Congestion heat map:
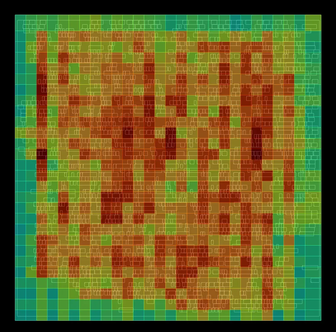
Sequential cells grouped by signal name:
Other sequential cells in the stronger grey, the rest of the logic in the fainter grey.
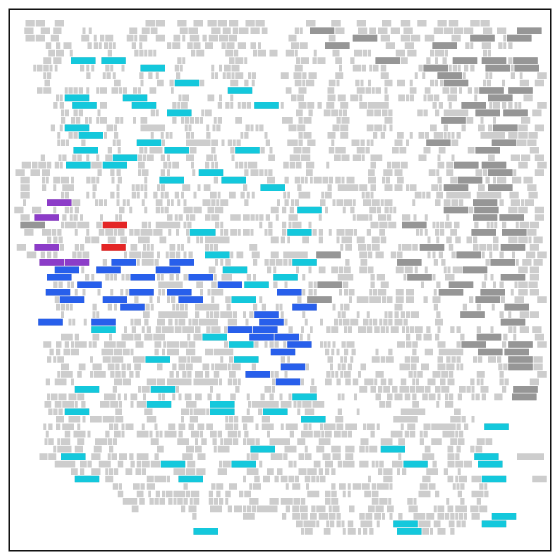
The metal 2 layer:
Cells faint in the background.
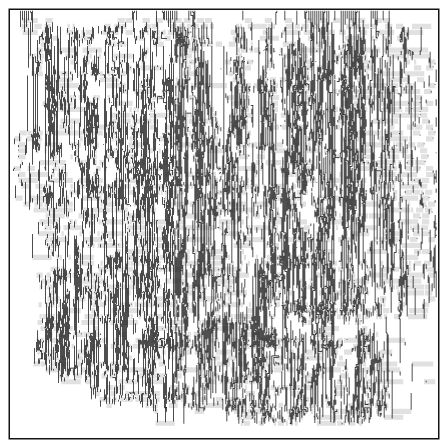
## config.mk

```make
export PLATFORM = sky130hd
export DESIGN_NAME = muldiv_unit
export DESIGN_NICKNAME = d
export VERILOG_FILES = /design/src/rtl/muldiv_unit.sv
export SDC_FILE = /design/constraint.sdc
export NUM_CORES = 1
export LEC_CHECK = 0
export ABC_AREA = 0
export CAP_MARGIN = 20
export CELL_PAD_IN_SITES_DETAIL_PLACEMENT = 0
export CELL_PAD_IN_SITES_GLOBAL_PLACEMENT = 1
export CORE_UTILIZATION = 40
export DETAILED_ROUTE_END_ITERATION = 10
export GPL_TIMING_DRIVEN = 0
export PLACE_DENSITY_LB_ADDON = 0.3
export SLEW_MARGIN = 30
export SYNTH_ARGS = -nofsm -noshare
export SYNTH_HDL_FRONTEND = slang
export SYNTH_SLANG_ARGS = --single-unit
```

## constraint.sdc

```tcl
create_clock -name clk -period 4.15 [get_ports clk]
set_input_delay 1.0375 -clock clk [delete_from_list [all_inputs] [get_ports clk]]
set_output_delay 1.0375 -clock clk [all_outputs]
set_load 0.1 [all_outputs]
```

## src/rtl/muldiv_unit.sv

```systemverilog
// Iterative 32-bit multiply/divide unit with architectural HI/LO registers.
// MUL is radix-2 shift-add, DIV is restoring; both take 32 iterations plus a sign-fix cycle.
module muldiv_unit (
  input  logic        clk,
  input  logic        rst_n,
  input  logic        start,
  input  logic [2:0]  op,
  input  logic [31:0] a,
  input  logic [31:0] b,
  input  logic        flush,
  output logic        busy,
  output logic        done,
  output logic [31:0] hi,
  output logic [31:0] lo
);

  typedef enum logic [1:0] {StIdle, StMul, StDiv, StFix} state_e;

  state_e      r_state, w_state_d;
  logic [4:0]  r_cnt, w_cnt_d;
  logic [63:0] r_acc, w_acc_d;
  logic [31:0] r_opb, w_opb_d;
  logic        r_is_div, w_is_div_d;
  logic        r_neg_q, w_neg_q_d;
  logic        r_neg_r, w_neg_r_d;
  logic [31:0] r_hi, w_hi_d;
  logic [31:0] r_lo, w_lo_d;
  logic        r_done, w_done_d;
  logic        r_busy;

  logic        w_signed;
  logic [31:0] w_mag_a, w_mag_b;
  logic        w_neg_q, w_neg_r;
  logic [32:0] w_mul_sum;
  logic        w_div_ge;
  logic [31:0] w_div_sub;
  logic [63:0] w_prod;
  logic [31:0] w_quo, w_rem;

  // Ops 000 and 010 are the signed variants.
  assign w_signed = ~op[0];
  assign w_mag_a  = (w_signed & a[31]) ? (~a + 32'd1) : a;
  assign w_mag_b  = (w_signed & b[31]) ? (~b + 32'd1) : b;
  // A zero divisor leaves the all-ones quotient unnegated.
  assign w_neg_q  = w_signed & (a[31] ^ b[31]) & (|b);
  assign w_neg_r  = w_signed & a[31];

  // Multiplier sits in acc[31:0] and shifts out LSB-first; partial product grows in acc[63:32].
  assign w_mul_sum = {1'b0, r_acc[63:32]} + (r_acc[0] ? {1'b0, r_opb} : 33'd0);

  // Dividend shifts out of acc[31:0] MSB-first into the remainder held in acc[63:32].
  assign w_div_ge  = r_acc[63:31] >= {1'b0, r_opb};
  assign w_div_sub = r_acc[62:31] - r_opb;

  assign w_prod = r_neg_q ? (~r_acc + 64'd1) : r_acc;
  assign w_quo  = r_neg_q ? (~r_acc[31:0] + 32'd1) : r_acc[31:0];
  assign w_rem  = r_neg_r ? (~r_acc[63:32] + 32'd1) : r_acc[63:32];

  always_comb begin
    w_state_d  = r_state;
    w_cnt_d    = r_cnt;
    w_acc_d    = r_acc;
    w_opb_d    = r_opb;
    w_is_div_d = r_is_div;
    w_neg_q_d  = r_neg_q;
    w_neg_r_d  = r_neg_r;
    w_hi_d     = r_hi;
    w_lo_d     = r_lo;
    w_done_d   = 1'b0;

    if (flush) begin
      w_state_d = StIdle;
    end else begin
      unique case (r_state)
        StIdle: begin
          if (start) begin
            unique case (op)
              3'b000, 3'b001: begin
                w_state_d  = StMul;
                w_acc_d    = {32'd0, w_mag_b};
                w_opb_d    = w_mag_a;
                w_is_div_d = 1'b0;
                w_neg_q_d  = w_neg_q;
                w_neg_r_d  = w_neg_r;
                w_cnt_d    = 5'd31;
              end
              3'b010, 3'b011: begin
                w_state_d  = StDiv;
                w_acc_d    = {32'd0, w_mag_a};
                w_opb_d    = w_mag_b;
                w_is_div_d = 1'b1;
                w_neg_q_d  = w_neg_q;
                w_neg_r_d  = w_neg_r;
                w_cnt_d    = 5'd31;
              end
              3'b100:  w_hi_d = a;
              3'b101:  w_lo_d = a;
              default: ;
            endcase
          end
        end
        StMul: begin
          w_acc_d = {w_mul_sum, r_acc[31:1]};
          w_cnt_d = r_cnt - 5'd1;
          if (r_cnt == 5'd0) w_state_d = StFix;
        end
        StDiv: begin
          w_acc_d = w_div_ge ? {w_div_sub, r_acc[30:0], 1'b1} : {r_acc[62:0], 1'b0};
          w_cnt_d = r_cnt - 5'd1;
          if (r_cnt == 5'd0) w_state_d = StFix;
        end
        StFix: begin
          if (r_is_div) begin
            w_hi_d = w_rem;
            w_lo_d = w_quo;
          end else begin
            w_hi_d = w_prod[63:32];
            w_lo_d = w_prod[31:0];
          end
          w_cnt_d   = 5'd0;
          w_done_d  = 1'b1;
          w_state_d = StIdle;
        end
        default: w_state_d = StIdle;
      endcase
    end
  end

  always_ff @(posedge clk or negedge rst_n) begin
    if (!rst_n) begin
      r_state  <= StIdle;
      r_cnt    <= 5'd0;
      r_acc    <= 64'd0;
      r_opb    <= 32'd0;
      r_is_div <= 1'b0;
      r_neg_q  <= 1'b0;
      r_neg_r  <= 1'b0;
      r_hi     <= 32'd0;
      r_lo     <= 32'd0;
      r_done   <= 1'b0;
      r_busy   <= 1'b0;
    end else begin
      r_state  <= w_state_d;
      r_cnt    <= w_cnt_d;
      r_acc    <= w_acc_d;
      r_opb    <= w_opb_d;
      r_is_div <= w_is_div_d;
      r_neg_q  <= w_neg_q_d;
      r_neg_r  <= w_neg_r_d;
      r_hi     <= w_hi_d;
      r_lo     <= w_lo_d;
      r_done   <= w_done_d;
      r_busy   <= (w_state_d != StIdle);
    end
  end

  assign busy = r_busy;
  assign done = r_done;
  assign hi   = r_hi;
  assign lo   = r_lo;

endmodule

```

==> flow_metrics.tcl <==
# place-and-route summary
set metrics [dict create \
    edf_count 0 \
    wl_per_cell_um 24.2 \
    total_power_w 0.0104 \
    crit_type "primary input to flop" \
    path_cells "clkdlybuf4s50_1 -> or3_1 -> nor4_2 -> nand2_1 -> nor3_1 -> a21oi_1 -> xnor2_1 -> o21ai_0 -> mux2_2" \
    clkTransAtPathRegs_ns 0.08 \
    holdBufCountCts 0 \
    gp_congestion 1.02 \
    path_buffers 1 \
    drt_iter0_markers 1501 \
    grt_pass1_vias 15100 \
    die_w_um 197 \
    powerDensity_nw_per_um2 581 \
    critPathRequiredTime_ns 4.49 \
    cts_tree "built" \
    die_area_um2 38600 \
    drc_errors 0 \
    switchingPower_w 0.00568 \
    status "finished, final reports clean" \
    fin_skew_ns 0.0161 \
    syn_to_final_growth_pct 17.9 \
    reg2reg_slack_ns 0.14 \
    htreeDepth 4 \
    synthXorXnorAreaFrac_pct 9.95 \
    synthArstFlopShare_pct 100 \
    rows 70 \
    fin_crit_sh_pct 97.2 \
    syn-mean-instance-area_um2 7.65 \
    syn_nets 2127 \
    clkPwrFrac_pct 16.1 \
    crit_family "simple AND/OR/NAND/NOR gates" \
    hold_path.class "primary input to async pin" \
    ys_sh_adder_pct 6.46 \
    clockBufferDepth 2 \
    fmax_ghz 0.248 \
    critPathSlowestCell "clkdlybuf4s50_1" \
    warning_count 31 \
    reg2reg_from "r_acc[56]$_DFFE_PN0P_" \
    worst-path-max-fanout 5 \
    port_buffers 134 \
    lay_top_count "nand2_1" \
    synthTopLogicFamily "AND-OR/OR-AND gates" \
    synth-compound-area-share_pct 28.8 \
    hpwlAfterDp_um 51300 \
    drv_cap 0 \
    grt.overflow.total 0 \
    die_h_um 197 \
    rsz0062_at_grt "false" \
    critPathArrivalTime_ns 4.37 \
    vdd_drop_max_v 0.000288 \
    dr.pass1.iters 6 \
]
About 'congestion heat map':
Finished Core Util: 48.3%
GRT Total Usage: 33.1%

About 'sequential cells grouped by signal name':
legend:
  cyan:
    signal: `r_acc`
    placed_flops: 64
    where: all over the die
  red:
    signal: `r_state`
    placed_flops: 2
  purple:
    signal: `r_cnt`
    placed_flops: 5
    where: middle left
  blue:
    signal: `r_opb`
    placed_flops: 32
not coloured: 69
Seq area share: 24.1%
Seq group: 0.00268 W
Flop area: 4310 µm²

About 'the metal 2 layer':
main direction: vertical
wire length on this layer: 26.7 mm
nets with wire on the layer: 1842
longest straight run: 91.5 µm
share of all routed wire: 42%
GR Util met2: 48.1%
WL final: 64200 µm
Via Count: 16200

-- area by class of cell --
cell class / instances / area (µm²)
well taps: 504 / 631
clock inverters: 13 / 133
fillers: 3814 / 19100
repair buffers: 139 / 1420
flip-flops and latches: 172 / 4310
diodes: 1 / 2.50
multi-input cells: 1613 / 10100
clock buffers: 19 / 443
inverters: 73 / 278
plain buffers: 121 / 500
-- what timing repair did --
item,4_1_cts,5_1_grt
resized,6,13
buffers inserted,0,3
endpoints found under the setup margin,15,26
-- flip-flops by register name, indices dropped and copies added (netlist names), 2 cells and up --
register and flops:
hi 32, lo 32, r_acc 64, r_cnt 5, r_opb 32, r_state 2
-- worst register-to-register path, delay by kind of cell (launching register included) --
kind	cells	cell delay, ns
fa+ha+maj	1	0.35
buf+inv	2	0.54
simple gates	4	0.99
flops	1	0.53
compound gates	5	1.46
-- layer usage --
metal / GRT usage [%] / share of wire, % / up-vias
met5: 0 / 0 / -
met4: 13.2 / 3.7 / 0
met3: 6.31 / 9.1 / 109
met2: 48.1 / 42 / 810
met1: 47.9 / 46 / 7790
li1: - / - / 7469
-- cell usage after synthesis, types with 15 or more instances --
| master | n | area (µm²) |
|---|---|---|
| nor3_1 | 27 | 135 |
| xor2_1 | 78 | 683 |
| o21ai_0 | 260 | 1300 |
| nor2b_1 | 18 | 113 |
| a21oi_1 | 169 | 846 |
| mux2i_1 | 28 | 280 |
| a211oi_1 | 30 | 225 |
| nor2_1 | 152 | 571 |
| inv_1 | 73 | 274 |
| a31oi_1 | 15 | 93.8 |
| nand2b_1 | 19 | 119 |
| clkbuf_1 | 92 | 345 |
| or3_1 | 18 | 113 |
| a21o_1 | 49 | 368 |
| o41ai_1 | 17 | 149 |
| nor4_1 | 24 | 150 |
| ha_1 | 75 | 938 |
| a22oi_1 | 37 | 278 |
| and3_1 | 15 | 93.8 |
| o31ai_1 | 26 | 195 |
| nand2_1 | 260 | 976 |
| xnor2_1 | 94 | 823 |
| dfrtp_1 | 172 | 4300 |
| nand3_1 | 20 | 100 |
-- how the worst max path moves through the flow --
stage	startpoint	to	slack [ns]	depth (start not counted)
2_1_floorplan	r_acc[0]$_DFFE_PN0P_	r_acc[62]$_DFFE_PN0P_	0.84	13
3_3_place_gp	rst_n	r_acc[11]$_DFFE_PN0P_	-5.61	1
3_5_place_dp	r_acc[0]$_DFFE_PN0P_	r_acc[62]$_DFFE_PN0P_	-0.79	13
4_1_cts	r_acc[0]$_DFFE_PN0P_	r_acc[48]$_DFFE_PN0P_	0.01	13
5_1_grt	r_acc[45]$_DFFE_PN0P_	r_acc[48]$_DFFE_PN0P_	0.03	11
6_report	a[3]	r_opb[19]$_DFFE_PN0P_	0.12	9
-- per-stage QoR --
step	util, %	setup TNS [ns]	cell area (µm²)
after detailed placement	46.5	-8.13	17200
after CTS	48.1	0	17800
after global routing	48.3	0	17900
final	48.3	0	17900
after global placement	46.3	-967.95	17100
after floorplan	-	0	15100
-- power groups by stage --
stage	registers, W	clock network, W	logic [W]
after floorplan	0.00466	0	0.00218
after global placement	0.00267	0	0.00587
after detailed placement	0.00269	0	0.00592
after CTS	0.00265	0.00167	0.00594
after global routing	0.00273	0.00173	0.00636
final	0.00268	0.00167	0.00603
Power figures rest on the tool's default switching activity, not on a simulated workload.
